Run 1, floorplan with the power grid:
The bar under the picture is 20 um long. Pins as bars on the die edge.
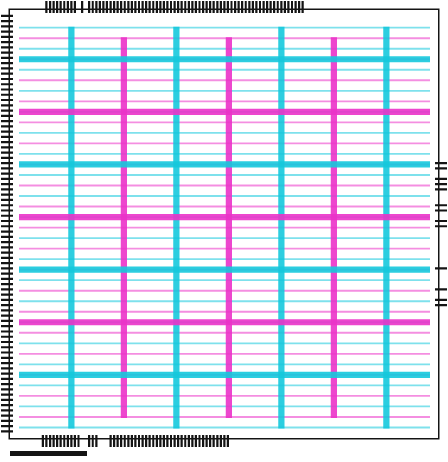
Run 1, cell classes on the final placement:
The bar under the picture is 20 um long.
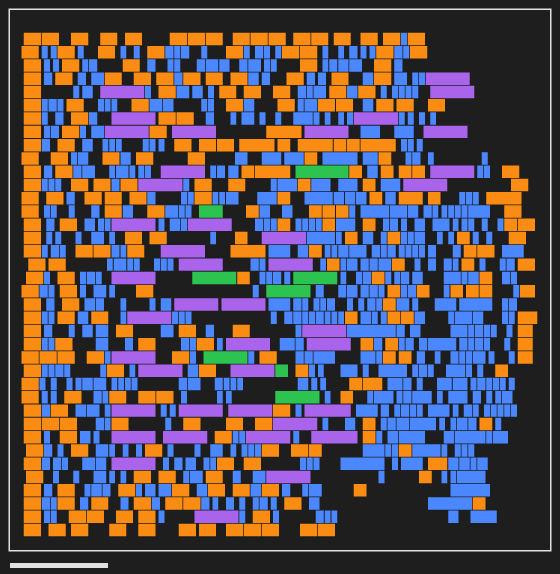
Run 1, routed clock nets over the placement:
The bar under the picture is 20 um long.
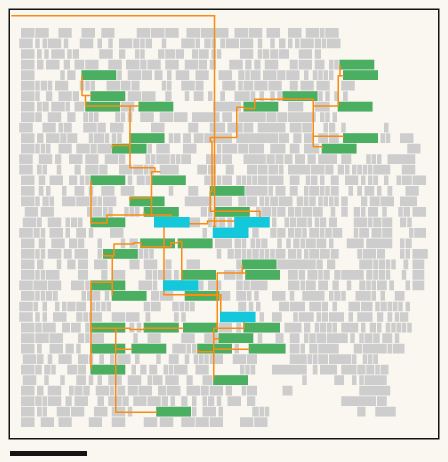
Run 1, metal layers overlaid:
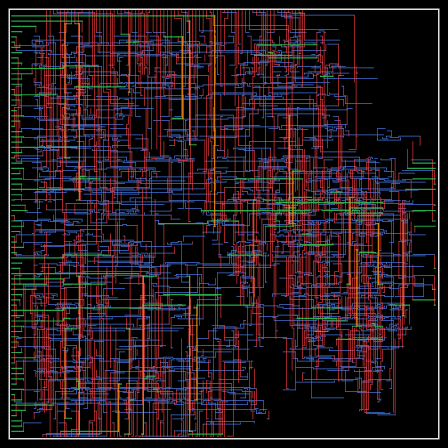
==> config.mk <==
export PLATFORM = sky130hd
export DESIGN_NAME = output_arbiter_mesh
export DESIGN_NICKNAME = d
export VERILOG_FILES = /design/src/rtl/output_arbiter_mesh.sv
export SDC_FILE = /design/constraint.sdc
export NUM_CORES = 1
export LEC_CHECK = 0
export ABC_AREA = 1
export CAP_MARGIN = 20
export CORE_MARGIN = 2
export CORE_UTILIZATION = 37
export DETAILED_ROUTE_END_ITERATION = 6
export PLACE_DENSITY = 0.78
export SLEW_MARGIN = 20
export SYNTH_ARGS = -nofsm -noshare
export SYNTH_HDL_FRONTEND = slang
export SYNTH_SLANG_ARGS = --single-unit
==> constraint.sdc <==
create_clock -name clk_i -period 4.3 [get_ports clk_i]
set_clock_uncertainty 0.2 [all_clocks]
set_input_delay 1.29 -clock clk_i [delete_from_list [all_inputs] [get_ports clk_i]]
set_output_delay 1.29 -clock clk_i [all_outputs]
set_load 0.05 [all_outputs]
==> flow_summary_export.csv <==
group,metric,value,unit
cts,cts_hold_buf,0,
yosys,syn_area_per_cell,6.04,um^2
worst_setup_path,critPathArrivalTime,3.09,ns
worst_setup_path,cp_top_family,"simple AND/OR/NAND/NOR gates",
min_path,whs_path_depth,2,
cts,root_buffer,"clkbuf_16",
worst_setup_path,slowest_delay,0.24,ns
placement,port_buffers,211,
grt,grt_max_degree,76,
timing,drv_slew,0,
yosys,synthDominantCellAreaShare,24.4,%
cts,htreeDepth,2,
timing,rsz0062_at_grt,"true",
min_path,hp-class,"reg2reg",
timing,finalHoldViolations,0,
worst_setup_path,cp.buffers_inverters,6,
worst_setup_path,reg2reg_slack,0.24,ns
floorplan,ios,212,
cts,cts_max_path_buffers,2,
timing,period_needed,4.58,ns
yosys,flop_cell,"dfrtp_1",
worst_setup_path,worst-path-stages,20,
worst_setup_path,cp-end-kind,"output pin",
timing,slew_headroom,53.3,%
worst_setup_path,cp_slowest_cell,"dlygate4sd2_1",
worst_setup_path,critPathKind,"in2out",
finish,drive_gt1_share,18.0,%
timing,tightestPinTransition,0.700,ns
yosys,ys_warn_count,0,
yosys,syn_inst,697,
timing,max_freq,218,MHz
yosys,fp_nets,883,
cts,cts_tree,"yes",
worst_setup_path,path_cells,"dlygate4sd2_1 -> inv_2 -> nand2_1 -> o21ai_1 -> nand3_1 -> nand2_1 -> nand2_1 -> nand2_2 -> inv_2 -> nand3_2 -> nand2_2 -> inv_2 -> nand2_2 -> nand2_2 -> nand2_2 -> nand2_4 -> buf_12 -> nand2_8 -> nor2_4 -> buf_12",
grt,grt_pass1_wl,27200,um
routing,drtIter0Drc,351,
worst_setup_path,critPathRequiredTime,2.81,ns
worst_setup_path,path_max_fanout,5,
yosys,synthArstFlopShare,100,%
yosys,ys_cells,697,
outcome,violations,"negative setup slack",
yosys,synthXorXnorAreaFrac,1.22,%
finish,layout.cells.most_common,"clkdlybuf4s50_1",
finish,syn2layout_area_growth,74.4,%
cts,clkSinkCount,41,
grt,met1_usage,32.2,%
grt,top_usage_layer,"met2",
floorplan,rows,38,
yosys,ys_seq_share,24.4,%
grt,gr-usage-met2,48.1,%
yosys,yosysTopAreaCell,"dfrtp_1",
yosys,syn_area,4210,um^2
yosys,synth-compound-area-share,17.2,%
yosys,fa_ha_area_share,4.04,%
yosys,mux_share,0,%
floorplan,initCoreUtil,38.3,%
routing,ant_nets,0,
timing,hold_slack,0.283,ns
yosys,edf_count,0,
routing,viasPerCell,5.17,
placement,dpl.hpwl,12500,um
finish,nets,1124,
grt,antenna_found_initial,0,
finish,final_cell_mix,"201 x clkdlybuf4s50_1, 197 x nand2_1, 102 x nor2_1, 68 x o21ai_0, 60 x buf_4",
run,warnings,36,
yosys,ys_area,4210,um^2
worst_setup_path,start_kind,"input pin",
worst_setup_path,r2r_cells,26,
yosys,ys_sh_simple,43.3,%
floorplan,die-area,12200,um^2
outcome,status,"finished with violations",
timing,finalWorstSetupSlack,-0.283,ns
timing,period_used_share,107,%
grt,grt_pass1_vias,5653,
cts,path_clk_slew,0.06,ns
finish,antennaDiodeCount,0,
timing,setup_viol,5,
routing,dr.pass1.iters,5,
routing,route.detailed.drc,0,
finish,largest_reg_flops,32,
yosys,top_logic_kind,"simple AND/OR/NAND/NOR gates",
placement,gp_congestion,0.941,
About 'floorplan with the power grid':
| net | colour |
|---|---|
| VSS | cyan |
| VDD | magenta |
signal pins: 212
met5 straps: 7
met4 straps: 7
core area: 11000 um^2
Die Wd: 111 um

About 'cell classes on the final placement':
| class | colour | cells | share of their area |
|---|---|---|---|
| remaining buffers and delay cells | orange | 276 | 37% |
| combinational and other logic | blue | 614 | 46% |
| sequential cells | purple | 41 | 14% |
| clock drivers and dummy loads | green | 8 | 2.5% |
Seq area share: 14.0%
Util after Layout: 66.8%

About 'routed clock nets over the placement':
[clock drivers] cyan | count: 5
[flip-flops] green | count: 41
[clock wires] orange | length: 615 um
routed clock nets: 6
clk ins delay skew pair: 0.28 ns

About 'metal layers overlaid':
| layer | colour | wire length |
|---|---|---|
| metal 3 | green | 928 um |
| metal 4 | orange | 561 um |
| metal 1 | blue | 6950 um |
| metal 2 | red | 8530 um |
Via Count: 5582
drt wl/cell: 15.7 um
final WL: 17000 um
GRT Overall Usage: 26.9%

[run 1: layer usage]
layer,routed length [um],vias up
met1,6950,2534
met2,8530,228
met4,561,0
li1,-,2778
met3,927,42
met5,0,-
[run 1: cell families after synthesis]
logic type,after synthesis
buffers and inverters,89
AND-OR/OR-AND,121
XOR/XNOR,5
adder cells (fa/ha/maj),13
AND/OR/NAND/NOR,428
flip-flops,41
[run 1: area by class of cell]
class	count	area [um^2]
fillers	997	3640
multi-input cells	567	3090
repair buffers	276	2690
flip-flops and latches	41	1030
inverters	47	188
well taps	140	175
clock buffers	6	139
clock inverters	2	37.5
[run 1: timing repair]
item,in CTS,in global routing
endpoints found under the setup margin,41,46
setup buffers,14,3
pin swaps,25,19
resized,50,26
[run 1: synthesized netlist by cell type (9+ instances only)]
cell type and number:
nand2_1 220, nor2_1 107, o21ai_0 75, nand3_1 44, inv_1 42, dfrtp_1 41
nand4_1 36, o211ai_1 33, buf_2 15, ha_1 12, clkbuf_1 11, nand2_2 10
buf_4 9
[run 1: worst min-delay path, cell delays in order, from the launching register on]
cell and delay (ns):
dfrtp_1 0.35, nand2_1 0.05, nand2_1 0.05
[run 1: per-stage QoR]
step	cell area, um^2	worst slack (ns)	util [%]	std cells
after floorplan	4330	-0.000317	-	697
after CTS	7220	-0.228	65.8	1076
final	7340	-0.283	66.8	1079
after global placement	6800	-0.471	61.9	1054
after detailed placement	6800	-0.504	61.9	1054
after global routing	7340	-0.407	66.8	1079
